[src/rtl/prco_ctrl_sched_pkg.sv]
// Shared types for the PRCO control sequencer: state encoding and timeout counter width.
package prco_ctrl_sched_pkg;

    localparam int PRCO_CTRL_TO_W = 4;

    typedef enum logic [2:0] {
        PRCO_CS_IDLE   = 3'd0,
        PRCO_CS_FETCH  = 3'd1,
        PRCO_CS_DECODE = 3'd2,
        PRCO_CS_DWAIT  = 3'd3,
        PRCO_CS_EXEC   = 3'd4,
        PRCO_CS_MEM    = 3'd5,
        PRCO_CS_WB     = 3'd6
    } prco_cs_e;

endpackage

[src/rtl/prco_ctrl_sched.sv]
// PRCO instruction sequencer and single-port RAM arbiter (fetch vs LW/SW data access).
// Optional memory ack timeout is enabled by defining PRCO_CTRL_TIMEOUT_EN.
module prco_ctrl_sched
    import prco_ctrl_sched_pkg::*;
#(
    parameter int                ADDR_W      = 16,
    parameter logic [ADDR_W-1:0] RESET_PC    = '0,
    parameter int                MEM_TIMEOUT = 15
) (
    input  logic              i_clk,
    input  logic              i_reset,
    input  logic              i_en,
    output logic [15:0]       q_instr,
    output logic              q_dec_ce,
    input  logic              i_dec_ce,
    input  logic              i_dec_fetch,
    input  logic              i_req_ram,
    input  logic              i_req_ram_we,
    input  logic              i_reg_we,
    input  logic [ADDR_W-1:0] i_data_addr,
    output logic              q_mem_req,
    output logic              q_mem_we,
    output logic [ADDR_W-1:0] q_mem_addr,
    input  logic              i_mem_ack,
    input  logic [15:0]       i_mem_rdata,
    output logic              q_alu_ce,
    output logic              q_reg_we_stb,
    output logic [ADDR_W-1:0] q_pc,
    output logic              q_busy,
    output logic              q_err
);

    prco_cs_e          r_state;
    prco_cs_e          w_next;
    prco_cs_e          w_park;
    logic              r_mem_we_lat;
    logic              r_reg_we_lat;
    logic              w_ack;
    logic              w_timeout;
    logic              w_dec_exit;
    logic              w_we_next;
    logic [ADDR_W-1:0] w_pc_next;

    // Acks outside an active request are ignored by construction.
    assign w_ack      = i_mem_ack & q_mem_req;
    assign w_park     = i_en ? PRCO_CS_FETCH : PRCO_CS_IDLE;
    assign w_dec_exit = (r_state == PRCO_CS_DWAIT) & i_dec_ce & ~i_dec_fetch;
    assign w_we_next  = (r_state == PRCO_CS_DWAIT) ? i_req_ram_we : r_mem_we_lat;
    assign w_pc_next  = (r_state == PRCO_CS_FETCH && w_ack) ? q_pc + ADDR_W'(1) : q_pc;

`ifdef PRCO_CTRL_TIMEOUT_EN
    localparam logic [PRCO_CTRL_TO_W-1:0] LP_TO_LAST = PRCO_CTRL_TO_W'(MEM_TIMEOUT - 1);

    logic [PRCO_CTRL_TO_W-1:0] r_to_cnt;

    assign w_timeout = q_mem_req & ~i_mem_ack & (r_to_cnt == LP_TO_LAST);

    always_ff @(posedge i_clk or negedge i_reset) begin
        if (!i_reset) begin
            r_to_cnt <= '0;
            q_err    <= 1'b0;
        end else begin
            q_err <= w_timeout;
            if (w_timeout || w_next != r_state)
                r_to_cnt <= '0;
            else if (q_mem_req)
                r_to_cnt <= r_to_cnt + 1'b1;
        end
    end
`else
    assign w_timeout = 1'b0;
    assign q_err     = 1'b0;
`endif

    // NOTE: sequential state uses non-blocking (<=) so every flop samples pre-edge values.
    always_ff @(posedge i_clk or negedge i_reset) begin
        if (!i_reset) r_state <= PRCO_CS_IDLE;
        else          r_state <= w_next;
    end

    // NOTE: w_next gets its default first, so no path through the case can infer a latch.
    always_comb begin
        w_next = r_state;
        unique case (r_state)
            PRCO_CS_IDLE:   if (i_en) w_next = PRCO_CS_FETCH;
            PRCO_CS_FETCH:  if (w_ack) w_next = PRCO_CS_DECODE;
            PRCO_CS_DECODE: w_next = PRCO_CS_DWAIT;
            PRCO_CS_DWAIT: begin
                if (i_dec_fetch)   w_next = w_park;
                else if (i_dec_ce) w_next = i_req_ram ? PRCO_CS_MEM : PRCO_CS_EXEC;
            end
            PRCO_CS_EXEC:   w_next = PRCO_CS_WB;
            PRCO_CS_MEM:    if (w_ack) w_next = r_mem_we_lat ? w_park : PRCO_CS_WB;
            PRCO_CS_WB:     w_next = w_park;
            default:        w_next = PRCO_CS_IDLE;
        endcase
        if (w_timeout) w_next = PRCO_CS_FETCH;
    end

    // Outputs are registered from the next state so they line up with the state they describe.
    always_ff @(posedge i_clk or negedge i_reset) begin
        if (!i_reset) begin
            q_pc         <= RESET_PC;
            q_instr      <= '0;
            q_dec_ce     <= 1'b0;
            q_alu_ce     <= 1'b0;
            q_reg_we_stb <= 1'b0;
            q_mem_req    <= 1'b0;
            q_mem_we     <= 1'b0;
            q_mem_addr   <= '0;
            q_busy       <= 1'b0;
            r_mem_we_lat <= 1'b0;
            r_reg_we_lat <= 1'b0;
        end else begin
            q_pc         <= w_pc_next;
            q_busy       <= (w_next != PRCO_CS_IDLE);
            q_dec_ce     <= (w_next == PRCO_CS_DECODE);
            q_alu_ce     <= (w_next == PRCO_CS_EXEC);
            q_reg_we_stb <= (w_next == PRCO_CS_WB) & r_reg_we_lat;
            q_mem_req    <= (w_next == PRCO_CS_FETCH || w_next == PRCO_CS_MEM) & ~w_timeout;
            q_mem_we     <= (w_next == PRCO_CS_MEM) & w_we_next;

            if (r_state == PRCO_CS_FETCH && w_ack)
                q_instr <= i_mem_rdata;

            // The data address is captured on MEM entry and held until the ack.
            if (w_next == PRCO_CS_FETCH)
                q_mem_addr <= w_pc_next;
            else if (w_next == PRCO_CS_MEM && r_state == PRCO_CS_DWAIT)
                q_mem_addr <= i_data_addr;
            else if (w_next != PRCO_CS_MEM)
                q_mem_addr <= '0;

            if (w_dec_exit) begin
                r_mem_we_lat <= i_req_ram & i_req_ram_we;
                r_reg_we_lat <= i_reg_we;
            end
        end
    end

endmodule

[config.mk]
export PLATFORM = sky130hd
export DESIGN_NAME = prco_ctrl_sched
export DESIGN_NICKNAME = d
export VERILOG_FILES = /design/src/rtl/prco_ctrl_sched_pkg.sv /design/src/rtl/prco_ctrl_sched.sv
export SDC_FILE = /design/constraint.sdc
export NUM_CORES = 1
export LEC_CHECK = 0
export CORE_MARGIN = 2
export CORE_UTILIZATION = 50
export DETAILED_ROUTE_END_ITERATION = 10
export DONT_BUFFER_PORTS = 1
export PLACE_DENSITY_LB_ADDON = 0.05
export SLEW_MARGIN = 15
export SYNTH_ARGS = -nofsm -noshare
export SYNTH_HDL_FRONTEND = slang
export SYNTH_SLANG_ARGS = --single-unit
[constraint.sdc]
create_clock -name i_clk -period 3.4 [get_ports i_clk]
set_clock_uncertainty 0.15 [all_clocks]
set_input_delay 0.51 -clock i_clk [delete_from_list [all_inputs] [get_ports i_clk]]
set_output_delay 0.51 -clock i_clk [all_outputs]
set_load 0.02 [all_outputs]
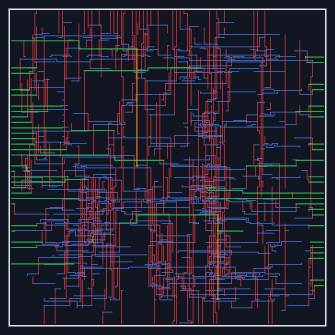
Figure 1: run 1, metal layers overlaid.
Drawn at 4 px/um.
M4: in orange, wire length 50.3 um. M1: in blue, wire length 2,270 um. M3: in green, wire length 502 um. M2: in red, wire length 2,910 um.

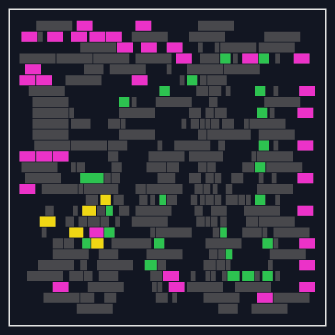
Figure 2: run 1, gate-type map.
Drawn at 4 px/um.
mux cells: in magenta, cells 34, most used mux2_2, where widely spread. non-inverting ao/oa cells: in yellow, cells 5, most used a32o_1. aoi and oai cells: in green, cells 23, most used a211oi_1.
final standard cell count with taps included and fillers excluded: 322
multi-input gate share of the layout cell area: 38.88%
top logic cell by instance count in the layout: sky130_fd_sc_hd__dfrtp_1

==> results.rst, run 1 <==
Implementation results
======================

.. list-table::
   :header-rows: 1

   * - Metric
     - Value
   * - Simple-Gate Area Share
     - 16.17%
   * - Length of routed met2 wiring
     - approximately 2900 um
   * - Max-slew headroom at the worst pin
     - 39.80%
   * - Min-delay src
     - i_mem_rdata[2]
   * - Library cell with the largest summed area after synthesis
     - sky130_fd_sc_hd__dfrtp_1
   * - Total of plain and repair buffers excluding clock buffers
     - 5
   * - Overall die height
     - 78.75 um
   * - Multi-input gates
     - 155
   * - Tally of nets with antenna violations remaining after routing
     - 0
   * - RSZ-0062 raised after global routing
     - no
   * - Area used by sequential logic in the layout
     - 1476 sq um
   * - Final layout net count
     - 287
   * - Run status
     - complete, no violations
   * - Total power of the final layout
     - 0.002819 W
   * - Cell at the root of the clock tree
     - sky130_fd_sc_hd__clkbuf_8
   * - Sequential cell count
     - 59
   * - Synth Flop Type
     - sky130_fd_sc_hd__dfrtp_1
   * - Number of iterations in the first detailed-routing pass
     - 4
   * - Synthesized cell area
     - between 2000 and 3000 sq um
   * - Dpl ws
     - about 1.0 ns
   * - Final setup margin
     - around 1 ns
   * - Final core area utilization
     - 56.45%
   * - Routed wire per std cell
     - about 18 um
   * - Combined area of the multi-input logic cells
     - 1194 sq um
   * - Mux cell area share
     - 13.66%
   * - P_sw
     - 0.001148 W
   * - P_clk
     - slightly above 0.0006 W
   * - Clkbuf count
     - 11
   * - Worst path top cell family by delay
     - simple AND/OR/NAND/NOR gates
   * - Post-synth EDFFs
     - 0
   * - Adder-cell share of the synthesized area
     - 0.4478%
   * - Fraction of registers with async set or reset after synthesis
     - 100.0%
   * - Main area contributors
     - sky130_fd_sc_hd__dfrtp_1 (53%), sky130_fd_sc_hd__mux2_2 (13%), sky130_fd_sc_hd__xnor2_1 (4.1%), sky130_fd_sc_hd__a211oi_1 (3.5%), sky130_fd_sc_hd__nor2_1 (2.3%)
   * - Fraction of power consumed by combinational cells
     - 28.5%
   * - Power in combinational cells
     - 0.000804 W
   * - Number of library cell types mapped by synthesis
     - 41
   * - Placed Area
     - approximately 2800 sq um
   * - Routed wl met3
     - 501 um
   * - Global routing usage on met3
     - 8.295%
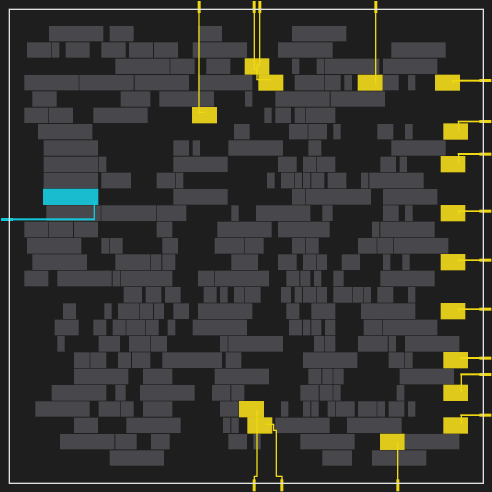
Figure 3: run 1, wires at chosen ports, followed through buffers.
Drawn at 6 px/um.
i_data_addr: in yellow, bits 16, direction input, edge 9 right, 4 top, 3 bottom, end cells 16, buffers 0, wire 126 um. q_dec_ce: in cyan, bits 1, direction output, edge left, end cells 1, buffers 0, wire 16.9 um.
IO Port Bufs: 0
number of primary I/O pins: 96

==> run 1 -> run 2 <==
==> constraint.sdc (replaced) <==
create_clock -name i_clk -period 2.3 [get_ports i_clk]
set_clock_uncertainty 0.15 [all_clocks]
set_input_delay 0.345 -clock i_clk [delete_from_list [all_inputs] [get_ports i_clk]]
set_output_delay 0.345 -clock i_clk [all_outputs]
set_load 0.02 [all_outputs]
==> run 2 against run 1 <==
  * Die size unchanged
  * Non-clock buffer count up 36
  * Cell count increased by 11%
  * Global-route usage rose by 1.8 points
  * Sequential cell count unchanged
  * Routed wire length grew 9.5%
  * Sequential power grew about 40%
  * Critical path type unchanged
  * Worst hold slack improved by 0.033 ns
  * Core utilization is 5.9 points higher
  * Final area is 10% higher
==> results.rst, run 2 <==
Implementation results
======================

.. list-table::
   :header-rows: 1

   * - Metric
     - Value
   * - Run status
     - complete, no violations
   * - Antenna violations before repair
     - 0
   * - Library cell with the largest summed area after synthesis
     - sky130_fd_sc_hd__dfrtp_1
   * - Top sig layer
     - met4
   * - Tally of nets with antenna violations remaining after routing
     - 0
   * - P_sw
     - 0.001788 W
   * - Number of library cell types mapped by synthesis
     - 41
   * - Worst Setup End Kind
     - flop
   * - Synthesized cell area
     - 2794 sq um
   * - Placed Area
     - 2982 sq um
   * - Number of buffers inserted to repair setup after CTS
     - 0
   * - Worst hold path type
     - in -> reg
   * - Global-route congestion overflow total
     - 0
   * - Min-delay src
     - i_req_ram_we
   * - IO Port Bufs
     - 0
   * - Fraction of power consumed by combinational cells
     - 33.5%
   * - Cell at the root of the clock tree
     - sky130_fd_sc_hd__clkbuf_8
   * - Total of plain and repair buffers excluding clock buffers
     - about 41
   * - Final standard cell count with taps included and fillers excluded
     - about 360
   * - Top contributor to total power
     - registers
   * - Cell group occupying the most layout area
     - sequential cells
   * - Worst reg2reg path startpoint
     - r_state[1]
   * - Synth Flop Type
     - sky130_fd_sc_hd__dfrtp_1
   * - Total power of the final layout
     - roughly 0.0044 W
   * - TritonCTS clock tree
     - yes
   * - Fraction of registers with async set or reset after synthesis
     - 100.0%
   * - Detailed-route vias per instance
     - 5.668
   * - Routed wl met3
     - 546 um
   * - Number of primary I/O pins
     - approximately 96
   * - Final Instance Area
     - 3390 sq um
   * - Starting density of the core
     - 51.37%
   * - Clkbuf count
     - 9
   * - Cells on worst reg2reg path
     - 4
   * - DRC viols
     - 0
   * - Dpl ws
     - 0.1457 ns
   * - Worst Setup Path Type
     - reg -> reg
   * - Multi-input gate share of the layout cell area
     - 35.22%
   * - Final critical path time including I/O delays and setup
     - 2.158 ns
   * - Top logic cell by instance count in the layout
     - sky130_fd_sc_hd__dfrtp_1
   * - Clock power share
     - 21.8%
   * - Sequential cell count
     - 59
   * - RSZ-0062 raised after global routing
     - no
   * - VDD IR-drop max
     - roughly 0.94 mV
   * - Final core area utilization
     - 62.32%
   * - Adder-cell share of the synthesized area
     - less than 1%
   * - Mux cell area share
     - 13.66%
   * - Power in combinational cells
     - 0.00146 W
   * - Worst hold path depth
     - 2
   * - Worst-path cell with the longest stage delay
     - sky130_fd_sc_hd__or4_4
   * - Final setup margin
     - roughly 0.14 ns
   * - Routed wire per std cell
     - 17.51 um
   * - Length of routed met2 wiring
     - ~3100 um
   * - Capture instance of the worst register-to-register path
     - q_mem_addr[14]
   * - Arrival @ worst endpoint
     - 2.25 ns
   * - Simple-Gate Area Share
     - 16.17%
   * - Main area contributors
     - sky130_fd_sc_hd__dfrtp_1 (53%), sky130_fd_sc_hd__mux2_2 (13%), sky130_fd_sc_hd__xnor2_1 (4.1%), sky130_fd_sc_hd__a211oi_1 (3.5%), sky130_fd_sc_hd__nor2_1 (2.3%)
   * - P_clk
     - about 0.00095 W
   * - Worst path top cell family by delay
     - simple AND/OR/NAND/NOR gates
   * - Count leader, synth
     - sky130_fd_sc_hd__dfrtp_1
   * - Number of iterations in the first detailed-routing pass
     - 4
   * - Chip area estimate from yosys synthesis
     - 2794 sq um
   * - Final layout net count
     - 323
   * - Area used by sequential logic in the layout
     - 1476 sq um
   * - Overall die height
     - 78.75 um
   * - Multi-input gates
     - 155
   * - Global routing usage on met3
     - 8.182%
   * - Largest buffer count on any clock path
     - 2
   * - Post-synth EDFFs
     - 0
   * - MaxCap Viol Count
     - 0
   * - Combined area of the multi-input logic cells
     - 1194 sq um
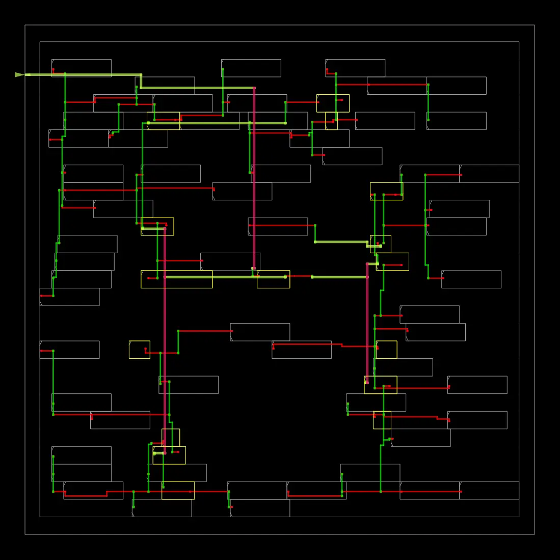
Figure 4: run 2, clock wiring as the flow saved it.
clock buffers created by TritonCTS: 9
clock latency on the worst-skew pair: 0.34 ns
CTS sink count: 59

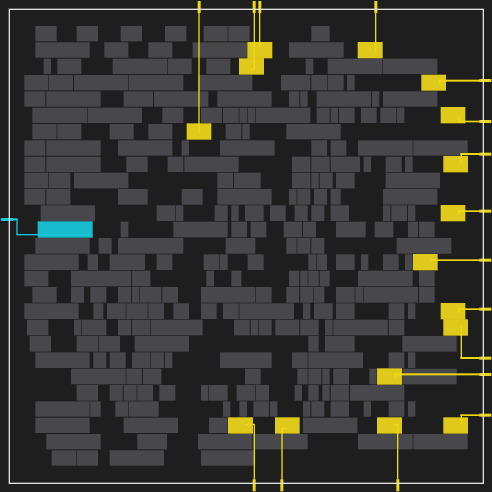
Figure 5: run 2, wires at chosen ports, followed through buffers.
Drawn at 6 px/um.
q_dec_ce: in cyan, bits 1, direction output, edge left, end cells 1, buffers 0, wire 15.7 um. i_data_addr: in yellow, bits 16, direction input, edge 9 right, 4 top, 3 bottom, end cells 16, buffers 0, wire 134 um.

Power figures rest on the tool's default switching activity, not on a simulated workload.
